==> config.mk <==
export PLATFORM = sky130hd
export DESIGN_NAME = mem_req_arbiter
export DESIGN_NICKNAME = d
export VERILOG_FILES = /design/src/rtl/arb_pkg.sv /design/src/rtl/rr_priority_pick.sv /design/src/rtl/mem_req_arbiter.sv
export SDC_FILE = /design/constraint.sdc
export NUM_CORES = 1
export LEC_CHECK = 0
export ABC_AREA = 1
export CORE_UTILIZATION = 40
export DETAILED_ROUTE_END_ITERATION = 10
export HOLD_SLACK_MARGIN = 0.08
export PLACE_DENSITY = 0.92
export SLEW_MARGIN = 10
export SYNTH_ARGS = -nofsm -noshare
export SYNTH_HDL_FRONTEND = slang
export SYNTH_HIERARCHICAL = 1
export SYNTH_SLANG_ARGS = --single-unit
==> constraint.sdc <==
create_clock -name clk -period 3.51 [get_ports clk]
set_input_delay 0.8775 -clock clk [delete_from_list [all_inputs] [get_ports clk]]
set_output_delay 0.8775 -clock clk [all_outputs]
set_load 0.02 [all_outputs]
==> src/rtl/arb_pkg.sv <==
// Shared definitions for the memory request arbiter: FSM encoding, default
// parameter values and the index-width helper.
package arb_pkg;

  typedef enum logic [1:0] {
    ST_IDLE  = 2'd0,
    ST_ISSUE = 2'd1,
    ST_WAIT  = 2'd2
  } state_t;

  localparam int DEF_NUM_REQ    = 4;
  localparam int DEF_DATA_WIDTH = 32;

  function automatic int idx_w(input int n);
    return $clog2(n);
  endfunction

endpackage

==> src/rtl/rr_priority_pick.sv <==
// First-set search over a request vector rotated by a start pointer; returns the
// winning index in the original (un-rotated) numbering plus a none flag.
module rr_priority_pick #(
  parameter int N     = 4,
  parameter int IDX_W = 2
) (
  input  logic [N-1:0]     req,
  input  logic [IDX_W-1:0] ptr,
  output logic [IDX_W-1:0] idx,
  output logic             none
);

  logic [N-1:0]     rot;
  logic [IDX_W-1:0] rot_idx;
  logic [IDX_W:0]   sum;

  // Doubling the vector turns a rotate into a plain right shift.
  assign rot = N'({req, req} >> ptr);

  always_comb begin
    rot_idx = '0;
    none    = 1'b1;
    for (int i = N - 1; i >= 0; i--) begin
      if (rot[i]) begin
        rot_idx = IDX_W'(i);
        none    = 1'b0;
      end
    end
  end

  assign sum = {1'b0, rot_idx} + {1'b0, ptr};
  assign idx = (sum >= (IDX_W + 1)'(N)) ? IDX_W'(sum - (IDX_W + 1)'(N)) : IDX_W'(sum);

endmodule

==> src/rtl/mem_req_arbiter.sv <==
// Arbitrates NUM_REQ requesters onto one memory port with an IDLE/ISSUE/WAIT FSM.
// Define ARB_ROUND_ROBIN_EN for rotating priority; otherwise lowest index wins.
module mem_req_arbiter
  import arb_pkg::*;
#(
  parameter int NUM_REQ    = DEF_NUM_REQ,
  parameter int DATA_WIDTH = DEF_DATA_WIDTH
) (
  input  logic                          clk,
  input  logic                          rst,
  input  logic [NUM_REQ-1:0]            req_valid,
  input  logic [NUM_REQ*DATA_WIDTH-1:0] req_data,
  output logic [NUM_REQ-1:0]            req_ready,
  output logic [NUM_REQ-1:0]            grant,
  output logic                          mem_valid,
  output logic [DATA_WIDTH-1:0]         mem_data,
  input  logic                          mem_ready,
  input  logic                          mem_done,
  output logic                          busy
);

  localparam int IDX_W = idx_w(NUM_REQ);

  state_t                  state_q;
  logic [IDX_W-1:0]        winner_q;
  logic                    mem_valid_q;
  logic                    busy_q;
  logic [DATA_WIDTH-1:0]   mem_data_q;

  logic [DATA_WIDTH-1:0]   req_words [NUM_REQ];
  logic [IDX_W-1:0]        pick_idx;
  logic [IDX_W-1:0]        ptr;
  logic                    pick_none;
  logic                    accept;

  for (genvar gi = 0; gi < NUM_REQ; gi++) begin : g_split
    assign req_words[gi] = req_data[(gi+1)*DATA_WIDTH-1 -: DATA_WIDTH];
  end

  rr_priority_pick #(
    .N     (NUM_REQ),
    .IDX_W (IDX_W)
  ) u_pick (
    .req  (req_valid),
    .ptr  (ptr),
    .idx  (pick_idx),
    .none (pick_none)
  );

  assign accept = (state_q == ST_IDLE) && !pick_none;

`ifdef ARB_ROUND_ROBIN_EN
  logic [IDX_W-1:0] ptr_q;
  logic [IDX_W-1:0] ptr_d;

  assign ptr_d = (pick_idx == IDX_W'(NUM_REQ - 1)) ? '0 : pick_idx + IDX_W'(1);
  assign ptr   = ptr_q;

  always_ff @(posedge clk) begin
    if (rst) begin
      ptr_q <= '0;
    end else if (accept) begin
      ptr_q <= ptr_d;
    end
  end
`else
  assign ptr = '0;
`endif

  always_ff @(posedge clk) begin
    if (rst) begin
      state_q     <= ST_IDLE;
      winner_q    <= '0;
      mem_valid_q <= 1'b0;
      busy_q      <= 1'b0;
      mem_data_q  <= '0;
    end else begin
      case (state_q)
        ST_IDLE: begin
          if (accept) begin
            winner_q    <= pick_idx;
            mem_data_q  <= req_words[pick_idx];
            mem_valid_q <= 1'b1;
            busy_q      <= 1'b1;
            state_q     <= ST_ISSUE;
          end
        end
        ST_ISSUE: begin
          if (mem_ready) begin
            mem_valid_q <= 1'b0;
            if (mem_done) begin
              busy_q  <= 1'b0;
              state_q <= ST_IDLE;
            end else begin
              state_q <= ST_WAIT;
            end
          end
        end
        ST_WAIT: begin
          if (mem_done) begin
            busy_q  <= 1'b0;
            state_q <= ST_IDLE;
          end
        end
        default: begin
          mem_valid_q <= 1'b0;
          busy_q      <= 1'b0;
          state_q     <= ST_IDLE;
        end
      endcase
    end
  end

  // Grant is non-zero exactly while a transaction is owned, i.e. while busy.
  assign grant     = busy_q ? (NUM_REQ'(1) << winner_q) : '0;
  assign req_ready = (accept && !rst) ? (NUM_REQ'(1) << pick_idx) : '0;
  assign mem_valid = mem_valid_q;
  assign mem_data  = mem_data_q;
  assign busy      = busy_q;

endmodule

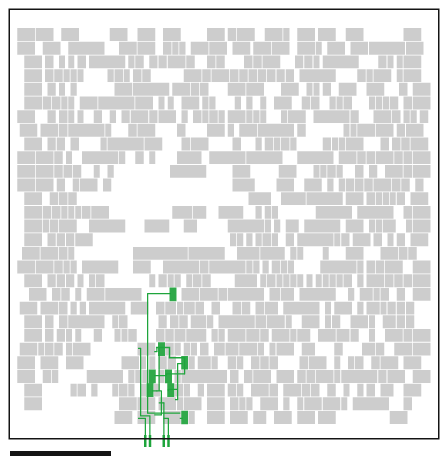
**Above:** I/O nets highlighted.
The bar under the picture is 20 um long.
| color | port | bits | direction | end cells | buffers | wire |
|---|---|---|---|---|---|---|
| green | req_valid | 4 | input | 8 | 4 | 118 um |

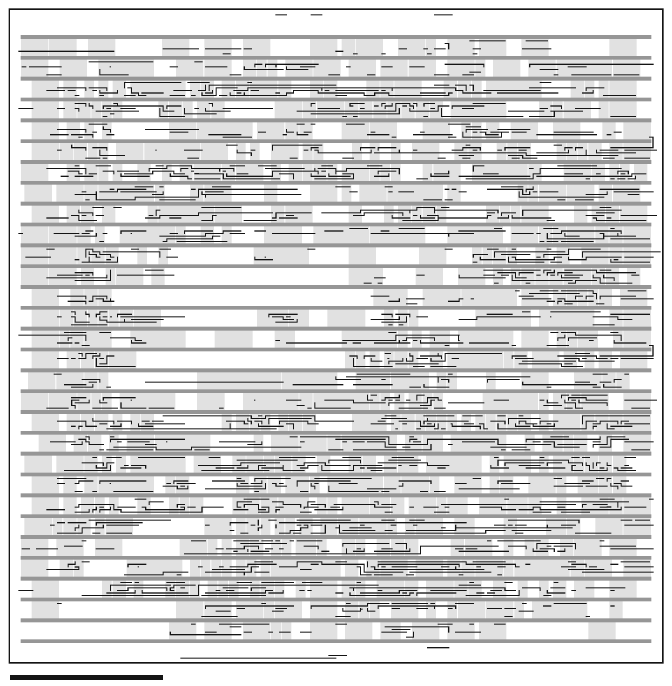
**Above:** the metal 1 layer.
The bar under the picture is 20 um long. Supply wires on this layer in gray.
longest straight run: 30.8 um
share of all routed wire: 38%

==> flow_metrics.tcl <==
# implementation run metrics
set metrics [dict create \
    cp-start-kind "input port" \
    period_used_share 0.961 \
    yosysTopAreaCell "dfxtp_1" \
    finalHoldViolCount 0 \
    cts_hold_buf 0 \
    rrSetupSlack_ps 1720 \
    xor_area_frac 0.00317 \
    place_hpwl_um 7380 \
    seq_cell_power_uw 663 \
    insertion_delay_ps 290 \
    bufAreaShareNonClock 0.404 \
    final_antenna_net_count 0 \
    yosys_warnings 6 \
    ff_type "dfxtp_1" \
    ioPinCount 178 \
    powerComb_uw 1500 \
    die_h_um 85.1 \
    ys_top_cells_by_area "dfxtp_1 28%, nand3_1 25%, nand2_1 12%" \
    syn_avg_cell_area_sq_um 6.10 \
    dr.pass1.iters 4 \
    p_total_uw 2520 \
    synthDominantCellAreaShare 0.275 \
    simple_gate_area_frac 0.506 \
    outcome "finished clean" \
    inv_count 16 \
    flops 38 \
    comb_area_sq_um 1740 \
    seqPwrFrac 0.263 \
    drive_above_1_share 0.0700 \
    rows 29 \
    chipWidth_um 85.1 \
    nClkBuffers 5 \
    async_flop_share 0 \
    seq_share 0.164 \
    cts_tree "built" \
    comb-cell-share 0.374 \
    synth_chip_area_sq_um 2760 \
    synth_cells 453 \
    end_kind "output pin" \
    top_power_group "combinational logic" \
    cp_max_fo 7 \
    antenna_cells 0 \
    dp.cells 698 \
    mux_share 0 \
    top_cell "nand3_1" \
    drv_cap 0 \
    buffers 193 \
    clk_pin_slew_ps 80 \
    cts-root-buf "clkbuf_8" \
    hp-class "flop to flop" \
    tap_cells 77 \
    pg_clk_uw 361 \
    fin_area_sq_um 4640 \
    skew_ps 10.4 \
    gp_congestion 0.969 \
    worst_pin_slew_ps 596 \
    drv_slew 0 \
    grt-ovfl-total 0 \
    fp_util 0.426 \
    ys_types 23 \
    warning_count 29 \
    critPathArrivalTime_ps 2500 \
    cts_num_sinks 38 \
    ys_ff 38 \
    switching_share 0.424 \
    p_leak_uw 0.00200 \
    fmax_mhz 296 \
    core_area_sq_um 6490 \
    edf_count 0 \
    viasPerCell 5.24 \
    setup_violations 0 \
    portBuffers 177 \
    cts_made_buffers 5 \
    clock_path_buffers 2 \
    synthTopCellsByCount "140 x nand3_1, 91 x nand2_1, 71 x nor2_1" \
    adder_share 0.0226 \
    drc 0 \
    wire_per_inst_um 13.9 \
    internal_power_uw 1450 \
    num-multi-input-gates 374 \
    critical_path_class "input port to output pin" \
]
routing by layer:
metal / global-route usage / up-vias / wire, um
met5: 0 / - / 0
met3: 0.0593 / 28 / 781
met2: 0.505 / 177 / 4980
li1: - / 1846 / -
met1: 0.275 / 1650 / 3720
met4: 0.116 / 0 / 325
cell usage in the layout (no fill, tap or decap):
cell type          n
clkbuf_2           2
o21ai_1           10
nand3_1          140
ha_1               4
nor2_1            71
nand3b_1           1
nor2_4             1
nor3_2             1
ha_4               1
a21boi_2           1
clkinv_2           3
inv_2              6
a21oi_1            4
dfxtp_1           38
nor3_1             7
nand2_2            5
bufinv_16          1
conb_1            12
xor2_1             1
nand2_1           90
clkdlybuf4s50_1  173
buf_4             17
o21ai_0           24
inv_1              9
clkbuf_8           5
buf_2              1
nand4_1            1
worst max-delay path, cell delays in order:
cell and delay [ps]:
clkdlybuf4s50_1 450, nand2_1 110, nand3_1 90, nand2_2 70, nand3_1 80, a21boi_2 180, ha_4 200, inv_2 70
nor3_2 180, buf_2 200
path summary, 6_finish.rpt:
path | startpoint | cells past startpoint | end
max | req_valid[2] | 10 | req_ready[3]
min | mem_data[2] | 2 | mem_data[2]
max reg2reg | state_q[0] | 8 | mem_data[14]
min reg2reg | mem_data[2] | 2 | mem_data[2]
per-stage QoR:
step           setup slack, ps  setup TNS (ps)  utilization
6_report                   137               0        0.714
5_1_grt                 -0.375          -0.375        0.714
4_1_cts                   34.7               0        0.715
3_5_place_dp              -384           -1290        0.697
3_3_place_gp              -276            -926        0.697
2_1_floorplan              292               0            -
registers in the layout, indices dropped and copies added (netlist names):
name	cells
busy	1
mem_data	32
state_q	2
winner_q	2
mem_valid	1
